Placed cells, one color a class:
Drawn at 4 px/um.
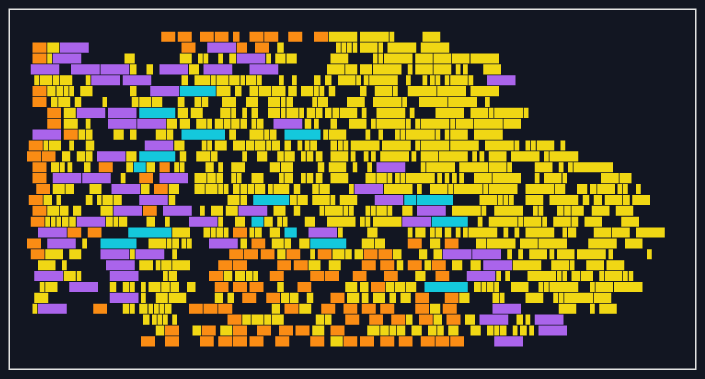
Signal wires on met3:
Drawn at 2 px/um. Cells faint in the background.
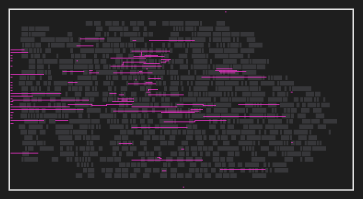
Drive-strength map:
Drawn at 3 px/um.
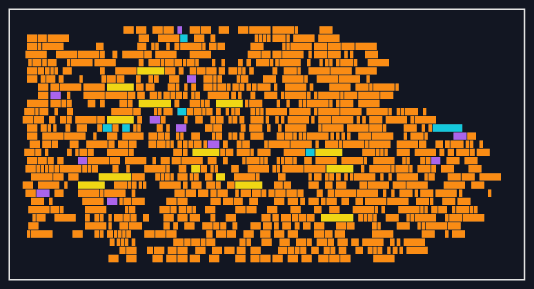
File: config.mk
export PLATFORM = sky130hd
export DESIGN_NAME = modscale_arbiter
export DESIGN_NICKNAME = d
export VERILOG_FILES = /design/src/rtl/modscale_arbiter.sv
export SDC_FILE = /design/constraint.sdc
export NUM_CORES = 1
export LEC_CHECK = 0
export CORE_ASPECT_RATIO = 0.5
export CORE_MARGIN = 4
export CORE_UTILIZATION = 45
export DETAILED_ROUTE_END_ITERATION = 16
export HOLD_SLACK_MARGIN = 0.05
export PLACE_DENSITY = 0.73
export SYNTH_ARGS = -nofsm -noshare
export SYNTH_HDL_FRONTEND = slang
export SYNTH_SLANG_ARGS = --single-unit
File: constraint.sdc
create_clock -name clock -period 8.7 [get_ports clock]
set_clock_uncertainty 0.15 [all_clocks]
set_input_delay 0.87 -clock clock [delete_from_list [all_inputs] [get_ports clock]]
set_output_delay 0.87 -clock clock [all_outputs]
set_load 0.03 [all_outputs]
File: src/rtl/modscale_arbiter.sv
// Round-robin arbiter in front of a single shared CORDIC scale-factor multiplier.
// Result = (xf * SCALE) >>> 10, returned with the winning requester's ID on a valid/ready port.
module modscale_arbiter #(
    parameter int          NREQ  = 4,
    parameter int          IDW   = 2,
    parameter logic [25:0] SCALE = 26'd622
) (
    input  logic                 clock,
    input  logic                 reset,
    input  logic [NREQ-1:0]      req_valid,
    input  logic [16*NREQ-1:0]   req_xf,
    output logic [NREQ-1:0]      req_ready,
    output logic                 res_valid,
    input  logic                 res_ready,
    output logic [15:0]          res_data,
    output logic [IDW-1:0]       res_id,
    output logic                 busy,
    output logic [15:0]          op_count
);

    typedef enum logic [1:0] {
        ST_IDLE = 2'd0,
        ST_MULT = 2'd1,
        ST_DONE = 2'd2
    } state_t;

    state_t          state_q, state_d;
    logic [IDW-1:0]  ptr_q, ptr_d;
    logic [15:0]     op_q, op_d;
    logic [IDW-1:0]  id_q, id_d;
    logic            res_valid_q, res_valid_d;
    logic [15:0]     res_data_q, res_data_d;
    logic [IDW-1:0]  res_id_q, res_id_d;
    logic            busy_q, busy_d;
    logic [15:0]     op_count_q, op_count_d;

    logic            grant_found_s;
    logic [IDW-1:0]  grant_idx_s;
    logic [IDW-1:0]  cand_s;
    logic [15:0]     op_sel_s;
    logic [NREQ-1:0] req_ready_s;
    logic signed [25:0] op_ext_s;
    logic signed [25:0] product_s;
    logic [15:0]     scaled_s;

    // Round-robin search starting at ptr, plus operand mux for the winner.
    always_comb begin
        grant_found_s = 1'b0;
        grant_idx_s   = '0;
        cand_s        = '0;
        op_sel_s      = 16'd0;
        for (int k = 0; k < NREQ; k++) begin
            cand_s = IDW'((int'(ptr_q) + k) % NREQ);
            if (!grant_found_s && req_valid[cand_s]) begin
                grant_found_s = 1'b1;
                grant_idx_s   = cand_s;
            end else begin
                grant_found_s = grant_found_s;
            end
        end
        for (int i = 0; i < NREQ; i++) begin
            if (grant_idx_s == IDW'(i)) begin
                op_sel_s = req_xf[16*i +: 16];
            end else begin
                op_sel_s = op_sel_s;
            end
        end
    end

    // Sign-extended multiply; the arithmetic shift floors toward minus infinity.
    assign op_ext_s  = {{10{op_q[15]}}, op_q};
    assign product_s = op_ext_s * $signed(SCALE);
    assign scaled_s  = 16'(product_s >>> 10);

    // FSM next-state, grant and datapath updates.
    always_comb begin
        state_d     = state_q;
        ptr_d       = ptr_q;
        op_d        = op_q;
        id_d        = id_q;
        res_valid_d = res_valid_q;
        res_data_d  = res_data_q;
        res_id_d    = res_id_q;
        op_count_d  = op_count_q;
        req_ready_s = '0;
        case (state_q)
            ST_IDLE: begin
                if (grant_found_s) begin
                    req_ready_s[grant_idx_s] = 1'b1;
                    op_d    = op_sel_s;
                    id_d    = grant_idx_s;
                    ptr_d   = (grant_idx_s == IDW'(NREQ - 1)) ? '0 : grant_idx_s + IDW'(1);
                    state_d = ST_MULT;
                end else begin
                    state_d = ST_IDLE;
                end
            end
            ST_MULT: begin
                res_data_d  = scaled_s;
                res_id_d    = id_q;
                res_valid_d = 1'b1;
                state_d     = ST_DONE;
            end
            ST_DONE: begin
                if (res_ready) begin
                    res_valid_d = 1'b0;
                    op_count_d  = op_count_q + 16'd1;
                    state_d     = ST_IDLE;
                end else begin
                    state_d = ST_DONE;
                end
            end
            default: begin
                res_valid_d = 1'b0;
                state_d     = ST_IDLE;
            end
        endcase
        busy_d = (state_d != ST_IDLE);
    end

    // State and output registers with synchronous reset.
    always_ff @(posedge clock) begin
        if (reset) begin
            state_q     <= ST_IDLE;
            ptr_q       <= '0;
            op_q        <= 16'd0;
            id_q        <= '0;
            res_valid_q <= 1'b0;
            res_data_q  <= 16'd0;
            res_id_q    <= '0;
            busy_q      <= 1'b0;
            op_count_q  <= 16'd0;
        end else begin
            state_q     <= state_d;
            ptr_q       <= ptr_d;
            op_q        <= op_d;
            id_q        <= id_d;
            res_valid_q <= res_valid_d;
            res_data_q  <= res_data_d;
            res_id_q    <= res_id_d;
            busy_q      <= busy_d;
            op_count_q  <= op_count_d;
        end
    end

    assign req_ready = req_ready_s;
    assign res_valid = res_valid_q;
    assign res_data  = res_data_q;
    assign res_id    = res_id_q;
    assign busy      = busy_q;
    assign op_count  = op_count_q;

endmodule

==> results.toml <==
# yosys + openroad results
[sta]
setup_viol = 0
slew_violations = 0
maxSlewHeadroom = 0.215
setup_slack_ns = 3.54
setup_tns_ns = 0
finalCriticalPeriod_ns = 5.16
fin_crit_sh = 0.594
hold_ws_ns = 0.302
hold_viol = 0
fmaxAchievable_ghz = 0.194
rsz0062_at_grt = "no"

[cells_and_area]
drive_gt1_frac = 0.0385
fill_cells = 1157
nClkBuffers = 9
clkCellAreaFrac = 0.0465
design_area_mm2 = 0.00754
dominant-cell-class = "multi-input combinational cells"
fin_util = 0.587
register_area_mm2 = 0.00116
nMultiInputCombCells = 500
n_antenna_cell = 0
n_all_inverters = 120
final_nets = 996
comb_share = 0.564
n_all_buffers = 112
seq_share = 0.154
mi_logic_area_mm2 = 0.00426

[setup_path]
path_cells = "clkdlybuf4s50_1, nor2b_1, a21oi_1, nor2_1, a221oi_1, nand2b_1, inv_1, ha_1, and2_1, clkdlybuf4s50_1"
crit_path_start = "req_valid[0]"
r2r_start = "op_q[14]$_SDFFE_PP0P_"
worst-path-buf-inv = 3
worst_path_max_delay_cell = "ha_1"
worstPathMaxFanout = 34
worstSetupPathType = "primary input to output port"
worstPathArrival_ns = 4.14
cp.depth = 10
cpLargestDelayFamily = "buffers and inverters"
cpPeakStageDelay_ns = 0.95
reg2reg_slack_ns = 3.56
start_kind = "primary input"
crit_end = "req_ready[3]"
crit_top_cell = "clkdlybuf4s50_1"

[floorplanning]
fp_util = 0.467
die_h_um = 89.6
die_area_mm2 = 0.0154
pin_count = 111
core_mm2 = 0.0128
rows = 29

[synth]
logic_family = "adder cells"
simple_gate_area_frac = 0.172
syn-num-nets = 906
synth.cellmix.compoundShare = 0.169
synthTopCellsByArea = "dfxtp_1 (19%), fa_1 (19%), ha_1 (14%)"
synth-area-yosys_mm2 = 0.00600
synth-async-reset-ratio = 0
top_cell_area_share = 0.194
synthXorXnorAreaFrac = 0.0321
yosysUniqueCellTypes = 60
ys_cells = 711
synthCells = 711
top_cells_by_count = "inv_1 (120), ha_1 (67), dfxtp_1 (58)"
ys_ff = 58
synth-edff-count = 0
synth-main-ff-cell = "dfxtp_1"
ys_seq_share = 0.194
netlist_area_mm2 = 0.00600
ys_sh_mux = 0.00501
synth_area_per_cell_um2 = 8.44

[job]
warning_count = 30

[placement]
dp_hpwl_um = 13100
globalplace.congestion = 0.897
io_buffers = 110
place_ws_ns = 3.54
placed_area_mm2 = 0.00719

[global_route]
grt_pass1_wl_um = 27000
grt_usage = 0.224
met1_usage = 0.317
overflow = 0
use_met2 = 0.361
antenna_found_initial = 0
met3_usage = 0.0407
first_global_vias = 5289
grt_max_degree = 68

[min_path]
holdCritStartpoint = "res_data[1]$_SDFFE_PP0P_"
min_to = "res_data[1]$_SDFFE_PP0P_"
hold_depth = 2

[clock_network]
root_buffer = "clkbuf_16"
path_clk_slew_ns = 0.05
cts_hold_buf = 0
cts_setup_buffers = 0
cts_resized = 0
cts_tree = "yes"

[detailed_routing]
drc = 0
route.met2.wl_um = 7350
num_vias = 5282
drt_iter0_drc = 356
met1Wirelength_um = 7840
met3_length_um = 900
drt_wl_total_um = 16300
highest_layer = "met4"
drt.antenna.violating_nets = 0
via_per_inst = 5.41

[status]
outcome = "complete, no violations"
## Picture notes: 'placed cells, one color a class'
[purple] flip-flops | cells: 58
[yellow] all other logic | cells: 620
[orange] other buffers and delay cells | cells: 112
[cyan] clock drivers and dummy loads | cells: 16

## Picture notes: 'signal wires on met3'
share of all routed wire: 5.5%
nets with wire on the layer: 68
wire length on this layer: 900 um

## Picture notes: 'drive-strength map'
[purple] drive 2 | cells: 11 | share: 1.4%
[cyan] drive 3 to 4 | cells: 6 | share: 0.74%
[orange] drive 1 or less | cells: 775 | share: 96%
[yellow] drive 6 and up | cells: 14 | share: 1.7%

## cells in the final DEF (no fill, tap or decap), types with 4 or more instances in the layout
master	n
a21o_1	6
a31oi_1	5
o21ai_0	18
xnor2_1	8
o211ai_1	4
clkdlybuf4s50_1	109
nand3b_1	10
inv_1	120
ha_1	67
nand3_1	10
nand2_1	53
a21oi_1	45
xor2_1	14
nor2b_1	18
or3_1	6
nand4_1	7
and3_1	5
clkbuf_16	9
and2_1	5
a211oi_1	26
dfxtp_1	58
nor2_1	41
nor3_1	30
a221oi_1	16
fa_1	57
## stage by stage
stage          std cells
2_1_floorplan        711
5_1_grt              976
3_5_place_dp         960
6_report             976
4_1_cts              976
3_3_place_gp         960
